$ cat config.mk
export PLATFORM = sky130hd
export DESIGN_NAME = tft_init_seq
export DESIGN_NICKNAME = d
export VERILOG_FILES = /design/src/rtl/tft_init_pkg.sv /design/src/rtl/tft_spi_byte.sv /design/src/rtl/tft_init_seq.sv
export SDC_FILE = /design/constraint.sdc
export NUM_CORES = 1
export LEC_CHECK = 0
export CAP_MARGIN = 10
export CORE_MARGIN = 8
export CORE_UTILIZATION = 30
export CTS_BUF_LIST = sky130_fd_sc_hd__clkbuf_8
export CTS_CLUSTER_DIAMETER = 150
export DETAILED_ROUTE_END_ITERATION = 10
export PLACE_DENSITY_LB_ADDON = 0.2
export SLEW_MARGIN = 20
export SYNTH_ARGS = -nofsm -noshare
export SYNTH_HDL_FRONTEND = slang
export SYNTH_SLANG_ARGS = --single-unit
$ cat constraint.sdc
create_clock -name sys_clk -period 4.6 [get_ports sys_clk]
set_input_delay 0.92 -clock sys_clk [delete_from_list [all_inputs] [get_ports sys_clk]]
set_output_delay 0.92 -clock sys_clk [all_outputs]
set_load 0.005 [all_outputs]
$ cat src/rtl/tft_init_pkg.sv
// Shared types and constants for the TFT panel init sequencer:
// FSM states, init ROM entry codes and contents, window commands.
package tft_init_pkg;

    typedef enum logic [3:0] {
        IDLE,
        RST_LO,
        RST_WAIT,
        FETCH,
        SEND,
        DLY,
        WIN,
        FILL,
        DONE
    } state_t;

    typedef enum logic [1:0] {
        SPI_IDLE,
        SPI_SHIFT,
        SPI_GAP
    } spi_state_t;

    localparam logic [1:0] ROM_CMD  = 2'b00;
    localparam logic [1:0] ROM_DATA = 2'b01;
    localparam logic [1:0] ROM_DLY  = 2'b10;
    localparam logic [1:0] ROM_END  = 2'b11;

    localparam logic [7:0] CMD_CASET = 8'h2A;
    localparam logic [7:0] CMD_RASET = 8'h2B;
    localparam logic [7:0] CMD_RAMWR = 8'h2C;

    localparam int ROM_AW = 4;

    // Entry = {type[1:0], value[7:0]}; any unused address reads as end.
    function automatic logic [9:0] init_rom(input logic [ROM_AW-1:0] addr);
        logic [9:0] e;
        case (addr)
            4'd0:    e = {ROM_CMD, 8'h11};
            4'd1:    e = {ROM_DLY, 8'd2};
            4'd2:    e = {ROM_CMD, 8'h29};
            default: e = {ROM_END, 8'h00};
        endcase
        return e;
    endfunction

    // Window setup stream, returns {rs, byte} for step 0..10.
    function automatic logic [8:0] win_entry(input logic [3:0] idx,
                                             input logic [7:0] h_last,
                                             input logic [7:0] v_last);
        logic [8:0] e;
        case (idx)
            4'd0:    e = {1'b0, CMD_CASET};
            4'd4:    e = {1'b1, h_last};
            4'd5:    e = {1'b0, CMD_RASET};
            4'd9:    e = {1'b1, v_last};
            4'd10:   e = {1'b0, CMD_RAMWR};
            default: e = {1'b1, 8'h00};
        endcase
        return e;
    endfunction

endpackage

$ cat src/rtl/tft_spi_byte.sv
// Serial byte shifter for the panel bus: one byte per accepted request.
// Ports: sys_clk, sys_rst (async, high); tx_valid/tx_rs/tx_byte in, tx_ready out;
// scl, sda, cs, rs drive the panel. Frame = 16*CLK_DIV shift + 2*CLK_DIV CS gap.
module tft_spi_byte
    import tft_init_pkg::*;
#(
    parameter int CLK_DIV = 2
) (
    input  logic       sys_clk,
    input  logic       sys_rst,
    input  logic       tx_valid,
    input  logic       tx_rs,
    input  logic [7:0] tx_byte,
    output logic       tx_ready,
    output logic       scl,
    output logic       sda,
    output logic       cs,
    output logic       rs
);

    localparam int DW = $clog2(2 * CLK_DIV + 1);
    localparam logic [DW-1:0] HALF_END = DW'(CLK_DIV - 1);
    localparam logic [DW-1:0] GAP_END  = DW'(2 * CLK_DIV - 1);

    spi_state_t    st;
    logic [DW-1:0] div;
    logic [2:0]    bit_cnt;
    logic [7:0]    sh;
    logic          accept;

    // Ready in the last gap cycle lets back-to-back bytes land exactly
    // one frame apart.
    assign tx_ready = (st == SPI_IDLE) || (st == SPI_GAP && div == GAP_END);
    assign accept   = tx_valid && tx_ready;

    always_ff @(posedge sys_clk or posedge sys_rst) begin
        if (sys_rst) begin
            st      <= SPI_IDLE;
            div     <= '0;
            bit_cnt <= '0;
            sh      <= '0;
            scl     <= 1'b0;
            sda     <= 1'b0;
            cs      <= 1'b1;
            rs      <= 1'b0;
        end else if (accept) begin
            st      <= SPI_SHIFT;
            div     <= '0;
            bit_cnt <= '0;
            sh      <= tx_byte;
            sda     <= tx_byte[7];
            rs      <= tx_rs;
            cs      <= 1'b0;
            scl     <= 1'b0;
        end else begin
            case (st)
                SPI_SHIFT: begin
                    if (div == HALF_END) begin
                        div <= '0;
                        if (!scl) begin
                            scl <= 1'b1;
                        end else begin
                            // SDA only moves on the falling edge of SCL.
                            scl <= 1'b0;
                            if (bit_cnt == 3'd7) begin
                                cs  <= 1'b1;
                                sda <= 1'b0;
                                st  <= SPI_GAP;
                            end else begin
                                bit_cnt <= bit_cnt + 3'd1;
                                sh      <= {sh[6:0], 1'b0};
                                sda     <= sh[6];
                            end
                        end
                    end else begin
                        div <= div + DW'(1);
                    end
                end
                SPI_GAP: begin
                    if (div == GAP_END) begin
                        div <= '0;
                        st  <= SPI_IDLE;
                    end else begin
                        div <= div + DW'(1);
                    end
                end
                default: div <= '0;
            endcase
        end
    end

endmodule

$ cat src/rtl/tft_init_seq.sv
// TFT panel init sequencer: reset pulse, ROM-driven command list, optional fill.
// Ports: sys_clk, sys_rst (async, high), start, fill_color; busy, done, LCD_* bus.
// Define TFT_INIT_FILL_EN to add the window setup and full-screen colour fill.
module tft_init_seq
    import tft_init_pkg::*;
#(
    parameter int CLK_DIV      = 2,
    parameter int RST_LOW_CYC  = 200000,
    parameter int RST_WAIT_CYC = 2400000,
    parameter int DLY_UNIT     = 50000,
    parameter int H_RES        = 128,
    parameter int V_RES        = 160
) (
    input  logic        sys_clk,
    input  logic        sys_rst,
    input  logic        start,
    input  logic [15:0] fill_color,
    output logic        busy,
    output logic        done,
    output logic        LCD_SCL,
    output logic        LCD_SDA,
    output logic        LCD_RS,
    output logic        LCD_CS,
    output logic        LCD_RST
);

    localparam logic [31:0] LO_END = 32'(RST_LOW_CYC - 1);
    // The fetch/handshake pipeline eats 2 cycles, so the first CS fall
    // lands exactly RST_WAIT_CYC cycles after LCD_RST rises.
    localparam logic [31:0] WAIT_END =
        (RST_WAIT_CYC > 3) ? 32'(RST_WAIT_CYC - 3) : 32'd0;

    state_t            state;
    logic [ROM_AW-1:0] addr;
    logic [31:0]       cnt;
    logic [31:0]       dly_end;
    logic [31:0]       dly_len;
    logic [9:0]        entry;
    logic              tx_valid;
    logic              tx_rs;
    logic [7:0]        tx_byte;
    logic              tx_ready;

    assign entry   = init_rom(addr);
    assign dly_len = 32'(entry[7:0]) * 32'(DLY_UNIT);

`ifdef TFT_INIT_FILL_EN
    localparam int PW = $clog2(H_RES * V_RES + 1);
    localparam logic [PW-1:0] TOTAL = PW'(H_RES * V_RES);

    logic [15:0]   color;
    logic [PW-1:0] pix;
    logic          hi;
    logic [3:0]    win_idx;
    logic [8:0]    win_ent;

    assign win_ent = win_entry(win_idx, 8'(H_RES - 1), 8'(V_RES - 1));
`else
    logic unused_fill;
    assign unused_fill = ^{fill_color, 32'(H_RES), 32'(V_RES)};
`endif

    always_ff @(posedge sys_clk or posedge sys_rst) begin
        if (sys_rst) begin
            state    <= IDLE;
            addr     <= '0;
            cnt      <= '0;
            dly_end  <= '0;
            tx_valid <= 1'b0;
            tx_rs    <= 1'b0;
            tx_byte  <= '0;
            busy     <= 1'b0;
            done     <= 1'b0;
            LCD_RST  <= 1'b1;
`ifdef TFT_INIT_FILL_EN
            color    <= '0;
            pix      <= '0;
            hi       <= 1'b0;
            win_idx  <= '0;
`endif
        end else begin
            unique case (state)
                IDLE, DONE: begin
                    if (start) begin
                        busy    <= 1'b1;
                        done    <= 1'b0;
                        LCD_RST <= 1'b0;
                        cnt     <= '0;
                        addr    <= '0;
`ifdef TFT_INIT_FILL_EN
                        color   <= fill_color;
`endif
                        state   <= RST_LO;
                    end
                end
                RST_LO: begin
                    if (cnt == LO_END) begin
                        cnt     <= '0;
                        LCD_RST <= 1'b1;
                        state   <= RST_WAIT;
                    end else begin
                        cnt <= cnt + 32'd1;
                    end
                end
                RST_WAIT: begin
                    if (cnt == WAIT_END) begin
                        cnt   <= '0;
                        state <= FETCH;
                    end else begin
                        cnt <= cnt + 32'd1;
                    end
                end
                FETCH: begin
                    case (entry[9:8])
                        ROM_CMD, ROM_DATA: begin
                            tx_byte  <= entry[7:0];
                            tx_rs    <= entry[8];
                            tx_valid <= 1'b1;
                            addr     <= addr + ROM_AW'(1);
                            state    <= SEND;
                        end
                        ROM_DLY: begin
                            // Same 2-cycle pipeline offset as the reset wait.
                            cnt     <= '0;
                            dly_end <= (dly_len > 32'd2) ? dly_len - 32'd2 : 32'd0;
                            addr    <= addr + ROM_AW'(1);
                            state   <= DLY;
                        end
                        default: begin
`ifdef TFT_INIT_FILL_EN
                            win_idx <= '0;
                            state   <= WIN;
`else
                            if (tx_ready) begin
                                busy  <= 1'b0;
                                done  <= 1'b1;
                                state <= DONE;
                            end
`endif
                        end
                    endcase
                end
                SEND: begin
                    if (tx_ready) begin
                        tx_valid <= 1'b0;
                        state    <= FETCH;
                    end
                end
                DLY: begin
                    // Delay runs only once the previous byte has left the bus.
                    if (tx_ready) begin
                        if (cnt == dly_end) begin
                            cnt   <= '0;
                            state <= FETCH;
                        end else begin
                            cnt <= cnt + 32'd1;
                        end
                    end
                end
`ifdef TFT_INIT_FILL_EN
                WIN: begin
                    if (!tx_valid) begin
                        tx_byte  <= win_ent[7:0];
                        tx_rs    <= win_ent[8];
                        tx_valid <= 1'b1;
                    end else if (tx_ready) begin
                        tx_valid <= 1'b0;
                        if (win_idx == 4'd10) begin
                            pix   <= '0;
                            hi    <= 1'b1;
                            state <= FILL;
                        end else begin
                            win_idx <= win_idx + 4'd1;
                        end
                    end
                end
                FILL: begin
                    if (!tx_valid) begin
                        if (pix == TOTAL) begin
                            if (tx_ready) begin
                                busy  <= 1'b0;
                                done  <= 1'b1;
                                state <= DONE;
                            end
                        end else begin
                            tx_byte  <= hi ? color[15:8] : color[7:0];
                            tx_rs    <= 1'b1;
                            tx_valid <= 1'b1;
                        end
                    end else if (tx_ready) begin
                        tx_valid <= 1'b0;
                        hi       <= !hi;
                        if (!hi) begin
                            pix <= pix + PW'(1);
                        end
                    end
                end
`endif
                default: state <= IDLE;
            endcase
        end
    end

    tft_spi_byte #(
        .CLK_DIV (CLK_DIV)
    ) u_spi (
        .sys_clk  (sys_clk),
        .sys_rst  (sys_rst),
        .tx_valid (tx_valid),
        .tx_rs    (tx_rs),
        .tx_byte  (tx_byte),
        .tx_ready (tx_ready),
        .scl      (LCD_SCL),
        .sda      (LCD_SDA),
        .cs       (LCD_CS),
        .rs       (LCD_RS)
    );

endmodule

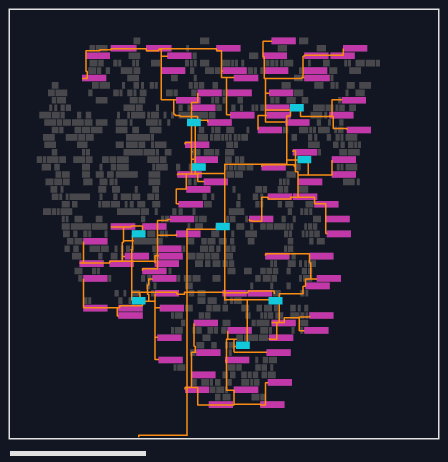
run_1/clock_map.png
The bar under the picture is 50 um long.
[flip-flops] magenta | count: 90
[cells driving clock nets] cyan | count: 9
[clock wires] orange | length: 1230 um
routed clock nets: 10
Fin Clk Skew: 10.02 ps
Clk. pwr: 613 uW
Insertion Delay late pin: 370 ps

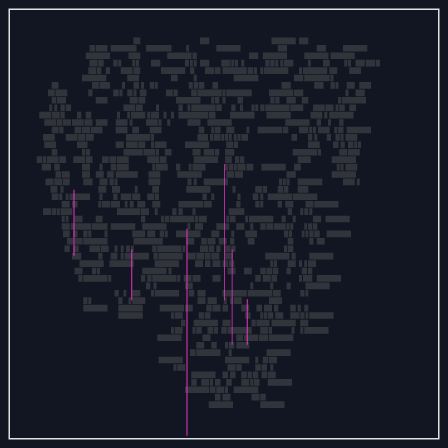
run_1/met4.png
longest straight run: 75.5 um
share of all routed wire: 1.6%
nets with wire on the layer: 4
wire length on this layer: 218 um
main direction: vertical
Post-Route WL: 13960 um
routed vias: 4659

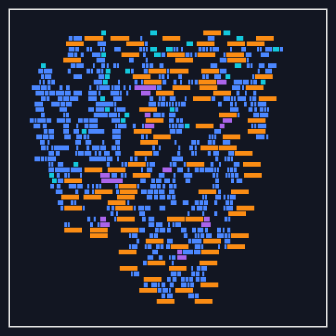
run_1/cell_classes.png
[other buffers and delay cells] cyan | cells: 28 | share of their area: 3.7%
[flip-flops] orange | cells: 90 | share of their area: 36%
[clock drivers and dummy loads] purple | cells: 16 | share of their area: 3.6%
[all other logic] blue | cells: 534 | share of their area: 57%
post-route cell area: 6653 sq um
sequential share of cell area: 0.3393

==> results.yml, run 1 <==
# synthesis and place-and-route metrics
outcome:
  outcome: "finished clean"
setup_path:
  crit_required_ps: 4850
  cp-end-kind: "flip-flop"
  critPathKind: "reg2reg"
  cp_common_cell: "ha_1"
  crit_buf_inv: 3
floorplan:
  fp_util: 0.3058
  io_pins: 26
  rows: 51
  dieWidth_um: 156.8
synth:
  ys_cells: 648
  top_cell_area_share: 0.3701
  common_cells: "dfrtp_1 (88), nand2_1 (73), nor2_1 (56), ha_1 (42), o21ai_0 (33)"
  logic_family: "simple AND/OR/NAND/NOR gates"
  synth_area_sq_um: 5951
  synthesis.nets: 711
  most_common_cell: "dfrtp_1"
  synth-seq-cells: 90
  synthArstFlopShare: 1.000
  synth_area_per_cell_sq_um: 9.183
  ys_chip_area_sq_um: 5951
  ys_sh_simple: 0.2391
clock_network:
  cts_tree: "done"
  cts_resized: 0
  root_buffer: "clkbuf_8"
  cts.path.max_buffers: 2
cells_and_area:
  dominant_cells: "multi-input combinational cells"
  diodes: 0
  top_regs: "cnt x32, dly_end x22, u_spi.sh x7"
  area_growth_pct: 11.80
  clkbuf_count: 9
  final-clk-cell-share: 0.03385
  fillCellCount: 2004
  comb_share: 0.5232
  largest_register: "cnt"
drt:
  avgRoutedWirePerCell_um: 14.96
  drtPass1Iterations: 5
timing:
  fin_crit_ps: 4328
  tightest_slew_ps: 1070
place:
  port_buffers: 9
  dp_hpwl_um: 10630
  gp_congestion: 0.8256
flow_run:
  openroad.warnings: 62
  drv_cap: 0
power_and_ir_drop:
  p_leak_uw: 0.002916
  p_per_area_nw_per_um2: 621.4
grt:
  grt_max_degree: 40
  antenna_found_initial: 0
-- run 1: path summary, 6_finish.rpt --
check | start | cells after the start | endpoint | slack [ps]
min in group asynchronous | sys_rst | 2 | u_spi.bit_cnt[1]$_DFFE_PP0P_ | 820
setup reg to reg | addr[0]$_DFFE_PP0P_ | 18 | dly_end[30]$_DFFE_PP0P_ | 270
setup / recovery | addr[0]$_DFFE_PP0P_ | 18 | dly_end[30]$_DFFE_PP0P_ | 270
hold / removal | u_spi.div[0]$_DFF_PP0_ | 1 | u_spi.div[0]$_DFF_PP0_ | 460
hold reg to reg | u_spi.div[0]$_DFF_PP0_ | 1 | u_spi.div[0]$_DFF_PP0_ | 460
max in group asynchronous | sys_rst | 3 | cnt[18]$_DFFE_PP0P_ | 2940
-- run 1: cell families (layout without fill, tap and decap cells) --
family / count (synthesis) / in the layout
compound gates: 116 / 117
xor+xnor: 58 / 58
fa+ha+maj: 44 / 44
buf+inv: 58 / 77
flops: 90 / 90
mux: 16 / 16
simple gates: 266 / 266
-- run 1: power by group --
part           total (uW)  switching (uW)  leakage [uW]  internal (uW)
logic                2420            1460       0.00162            958
clock network         613             303      0.000106            311
registers            1110             154       0.00119            952
total                4130            1910       0.00292           2220
-- run 1: per-layer routing --
layer / global-route usage / share of wire
met4: 0.04439 / 0.016
met1: 0.1510 / 0.48
met5: 0 / 0
met3: 0.01434 / 0.022
met2: 0.1939 / 0.48
-- run 1: per-stage QoR --
stage | hold WS, ps | setup WS [ps] | std cells
floorplan | 430.4 | 219.9 | 648
global placement | 451.7 | 200.4 | 913
detailed placement | 458.8 | 75.90 | 913
CTS | 471.6 | 63.09 | 929
global route | 486.2 | 45.09 | 933
finish | 464.8 | 272.3 | 933
run_1/wire_density.png
31 x 31 tiles, from dark blue (low) to red (high), scaled to the fullest tile. Values are wire area over tile area, all layers added.
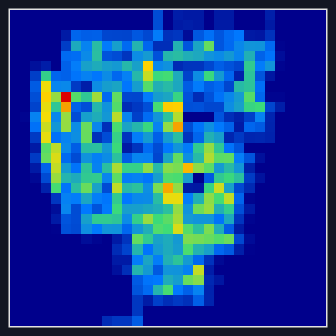

## Run 2: what changed since run 1
Settings changed: CORE_UTILIZATION 30 to 68.
Clock period 4.6 ns to 5.4 ns, I/O delays scaled along.
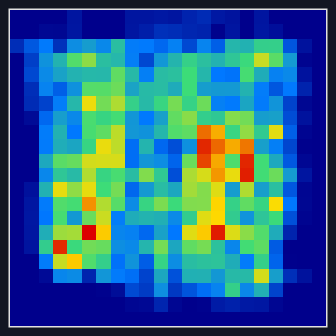
run_2/wire_density.png
22 x 22 tiles, from dark blue (low) to red (high), scaled to the fullest tile. Values are wire area over tile area, all layers added.
mean over tiles: 0.17
fullest tile: 0.60
tiles over half the peak: 22%
densest ninth of the die: centre
nearly empty tiles: 26%
Post-Route WL: 13140 um
wire per inst: 17.29 um

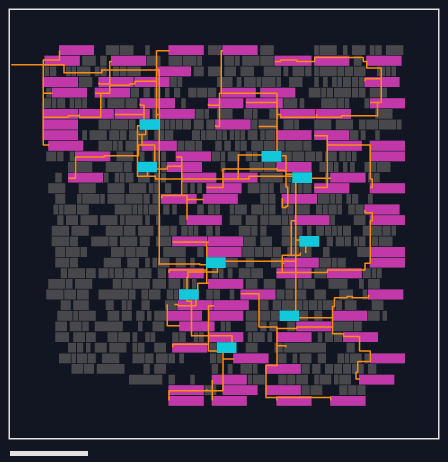
run_2/clock_map.png
The bar under the picture is 20 um long.
[clock wires] orange | length: 1050 um
[flip-flops] magenta | count: 90
[cells driving clock nets] cyan | count: 9
flops lie: spread over the die
clock share of power: 0.143
Fin Clk Skew: 20.11 ps
Clk. pwr: 480 uW

==> results.yml, run 2 <==
# synthesis and place-and-route metrics
synth:
  most_common_cell: "dfrtp_1"
  ys_chip_area_sq_um: 5951
  synth_area_sq_um: 5951
  synth-seq-cells: 90
  common_cells: "dfrtp_1 (88), nand2_1 (73), nor2_1 (56), ha_1 (42), o21ai_0 (33)"
  ys_cells: 648
  synth_area_per_cell_sq_um: 9.183
power_and_ir_drop:
  p_seq_uw: 938
  internal_power_uw: 1761
  p_sw_frac: 0.4762
  p_per_area_nw_per_um2: 535.0
  p_seq_frac: 0.279
  powerComb_uw: 1940
  switchingPower_uw: 1602
  power_frac_comb: 0.578
  p_leak_uw: 0.002854
floorplan:
  dieWidth_um: 109.5
  io_pins: 26
cells_and_area:
  largest_register: "cnt"
  diodes: 0
  fillCellCount: 648
  stdcell_area_sq_um: 6286
  area_growth_pct: 5.635
  top_regs: "cnt x32, dly_end x22, u_spi.sh x7"
timing:
  fin_ws_ps: 385.6
  tightest_slew_ps: 1044
  hold_slack_ps: 474.4
  fin_crit_ps: 5014
setup_path:
  critPathKind: "reg2reg"
  reg2reg_depth: 17
  crit_required_ps: 5640
  r2r_setup_slack_ps: 390
  r2r_end: "dly_end[10]$_DFFE_PP0P_"
  reg2reg_from: "addr[0]$_DFFE_PP0P_"
clock_network:
  worst_skew_pair.late_latency_ps: 370
  root_buffer: "clkbuf_8"
  cts_tree: "done"
  cts.path.max_buffers: 2
min_path:
  worstHoldStart: "u_spi.div[0]$_DFF_PP0_"
  min_delay_worst_endpoint: "u_spi.div[0]$_DFF_PP0_"
  hold_path_depth: 1
flow_run:
  openroad.warnings: 62
  drv_cap: 0
outcome:
  outcome: "finished clean"
place:
  gp_congestion: 0.8883
  preCtsSetupSlack_ps: 316.3
drt:
  num_vias: 4697
grt:
  grt_max_degree: 51
  antenna_found_initial: 0
run 2: logic make-up (layout without fill, tap and decap cells):
group	count (synthesis)	count (layout)	synth area share
and+or+nand+nor	266	266	0.2391
muxes	16	16	0.02754
buffers and inverters	58	62	0.04415
xor gates and xnor gates	58	58	0.08536
DFF	90	90	0.3789
AOI/OAI and AO/OA	116	116	0.1299
adders and majority gates	44	44	0.09504
run 2: worst max path at each step:
stage	slack, ps	endpoint	depth (start not counted)	start
6_report	390	dly_end[10]$_DFFE_PP0P_	17	addr[0]$_DFFE_PP0P_
3_5_place_dp	320	dly_end[10]$_DFFE_PP0P_	17	addr[0]$_DFFE_PP0P_
4_1_cts	290	dly_end[10]$_DFFE_PP0P_	17	addr[0]$_DFFE_PP0P_
5_1_grt	50	dly_end[10]$_DFFE_PP0P_	17	addr[0]$_DFFE_PP0P_
2_1_floorplan	1020	dly_end[10]$_DFFE_PP0P_	17	addr[0]$_DFFE_PP0P_
3_3_place_gp	490	dly_end[30]$_DFFE_PP0P_	17	addr[0]$_DFFE_PP0P_
run 2: cell type report:
cell class	count	area (sq um)	share of cell area
multi-input cells	500	3442	0.5476
well taps	108	135.1	0.02150
clock inverters	6	71.32	0.01135
flip-flops and latches	90	2255	0.3587
clock buffers	10	137.6	0.02189
inverters	33	125.1	0.01990
repair buffers	13	120.1	0.01911
run 2: metrics by stage:
stage	total power, uW	std cells
finish	3363	760
global route	3606	760
CTS	3340	760
detailed placement	2858	744
global placement	2772	744
floorplan	2488	648
run 2: layer usage:
| metal | share of wire | up-vias | global-route usage |
|---|---|---|---|
| met5 | 0 | - | 0 |
| met2 | 0.49 | 122 | 0.3734 |
| met1 | 0.45 | 2290 | 0.2959 |
| met3 | 0.043 | 30 | 0.03634 |
| li1 | - | 2255 | - |
| met4 | 0.022 | 0 | 0.09836 |
run_2/met4.png
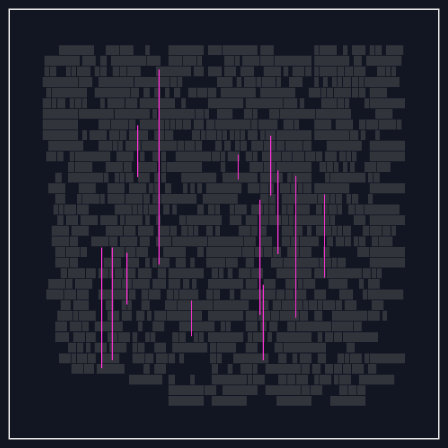

## Run 3: what changed since run 2
Settings changed: CORE_MARGIN 8 to 10, CORE_UTILIZATION 68 to 63.
Clock period 5.4 ns to 5 ns, I/O delays scaled along.
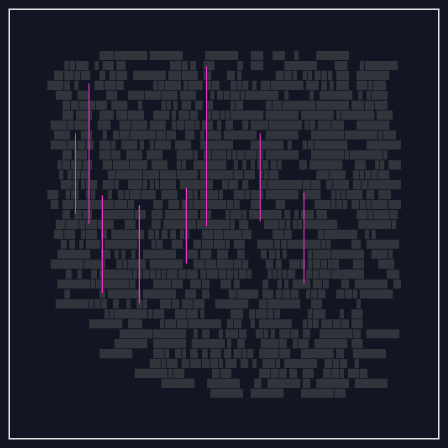
run_3/met4.png
routed vias: 4674
Post-Route WL: 12860 um

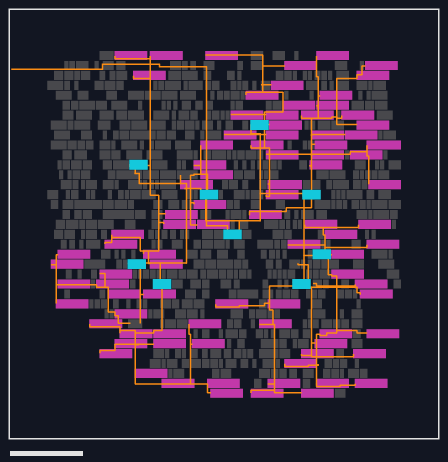
run_3/clock_map.png
The bar under the picture is 20 um long.
[cells driving clock nets] cyan | count: 9
[flip-flops] magenta | count: 90
[clock wires] orange | length: 1140 um
routed clock nets: 10
Fin Clk Skew: 23.59 ps
Clk. pwr: 496 uW
clock share of power: 0.137

==> results.yml, run 3 <==
# synthesis and place-and-route metrics
cells_and_area:
  seq_share: 0.3552
  instances_no_fill: 788
  signal_buffers: 20
  diodes: 0
  stdcell_area_sq_um: 6347
  n_all_inverters: 33
  top_regs: "cnt x32, dly_end x22, u_spi.sh x7"
floorplan:
  rows: 35
  dieWidth_um: 117.2
power_and_ir_drop:
  p_sw_frac: 0.4816
  p_seq_frac: 0.281
  p_per_area_nw_per_um2: 569.5
  p_leak_uw: 0.002880
  internal_power_uw: 1874
  switchingPower_uw: 1741
setup_path:
  critPathKind: "reg2reg"
  reg2reg_depth: 17
  cp_common_cell: "ha_1"
  crit_required_ps: 5240
clock_network:
  cts.path.max_buffers: 2
  cts_resized: 0
timing:
  tightest_slew_ps: 979.7
synth:
  ys_chip_area_sq_um: 5951
  synth_area_sq_um: 5951
  top_cell_area_share: 0.3701
  synth_area_per_cell_sq_um: 9.183
place:
  dp_hpwl_um: 9672
  gp_congestion: 0.8529
  place_inst: 772
outcome:
  outcome: "finished clean"
## run 3: cell counts after synthesis
Identical to the previous run, type by type.
## run 3: per-layer routing
metal,up-vias,global-route usage,share of wire
met1,2298,0.2626,0.45
met2,80,0.3358,0.50
met5,-,0,0
li1,2278,-,-
met3,18,0.03007,0.031
met4,0,0.05931,0.017
## run 3: logic make-up (layout without fill, tap and decap cells)
family,count (synthesis),count (layout),share of synthesized area
muxes,16,16,0.02754
AOI/OAI and AO/OA,116,116,0.1299
and+or+nand+nor,266,266,0.2391
adders and majority gates,44,44,0.09504
DFF,90,90,0.3789
buffers and inverters,58,69,0.04415
xor gates and xnor gates,58,58,0.08536
## run 3: through the flow
step                      worst slack, ps  power (uW)    util
after global routing                83.46        3912  0.6869
after floorplan                     619.9        2687       -
after global placement              452.5        3024  0.6653
after CTS                           263.6        3611  0.6864
after detailed placement            289.5        3115  0.6653
final                               321.3        3615  0.6869
## run 3: worst max path at each step
stage / start / end / slack (ps) / cells after the start
after floorplan: addr[0]$_DFFE_PP0P_ / dly_end[10]$_DFFE_PP0P_ / 620 / 17
after global placement: addr[1]$_DFFE_PP0P_ / dly_end[30]$_DFFE_PP0P_ / 450 / 17
after detailed placement: addr[0]$_DFFE_PP0P_ / dly_end[10]$_DFFE_PP0P_ / 290 / 17
after CTS: addr[0]$_DFFE_PP0P_ / dly_end[13]$_DFFE_PP0P_ / 260 / 17
after global routing: addr[0]$_DFFE_PP0P_ / dly_end[10]$_DFFE_PP0P_ / 80 / 17
final: addr[3]$_DFFE_PP0P_ / dly_end[13]$_DFFE_PP0P_ / 320 / 17
## run 3: power groups by stage
stage	clock network [uW]	logic, uW	registers (uW)
floorplan	0	1720	971
global placement	0	2010	1020
detailed placement	0	2090	1030
CTS	501	2100	1010
global route	534	2340	1040
finish	496	2100	1020
Power figures rest on the tool's default switching activity, not on a simulated workload.
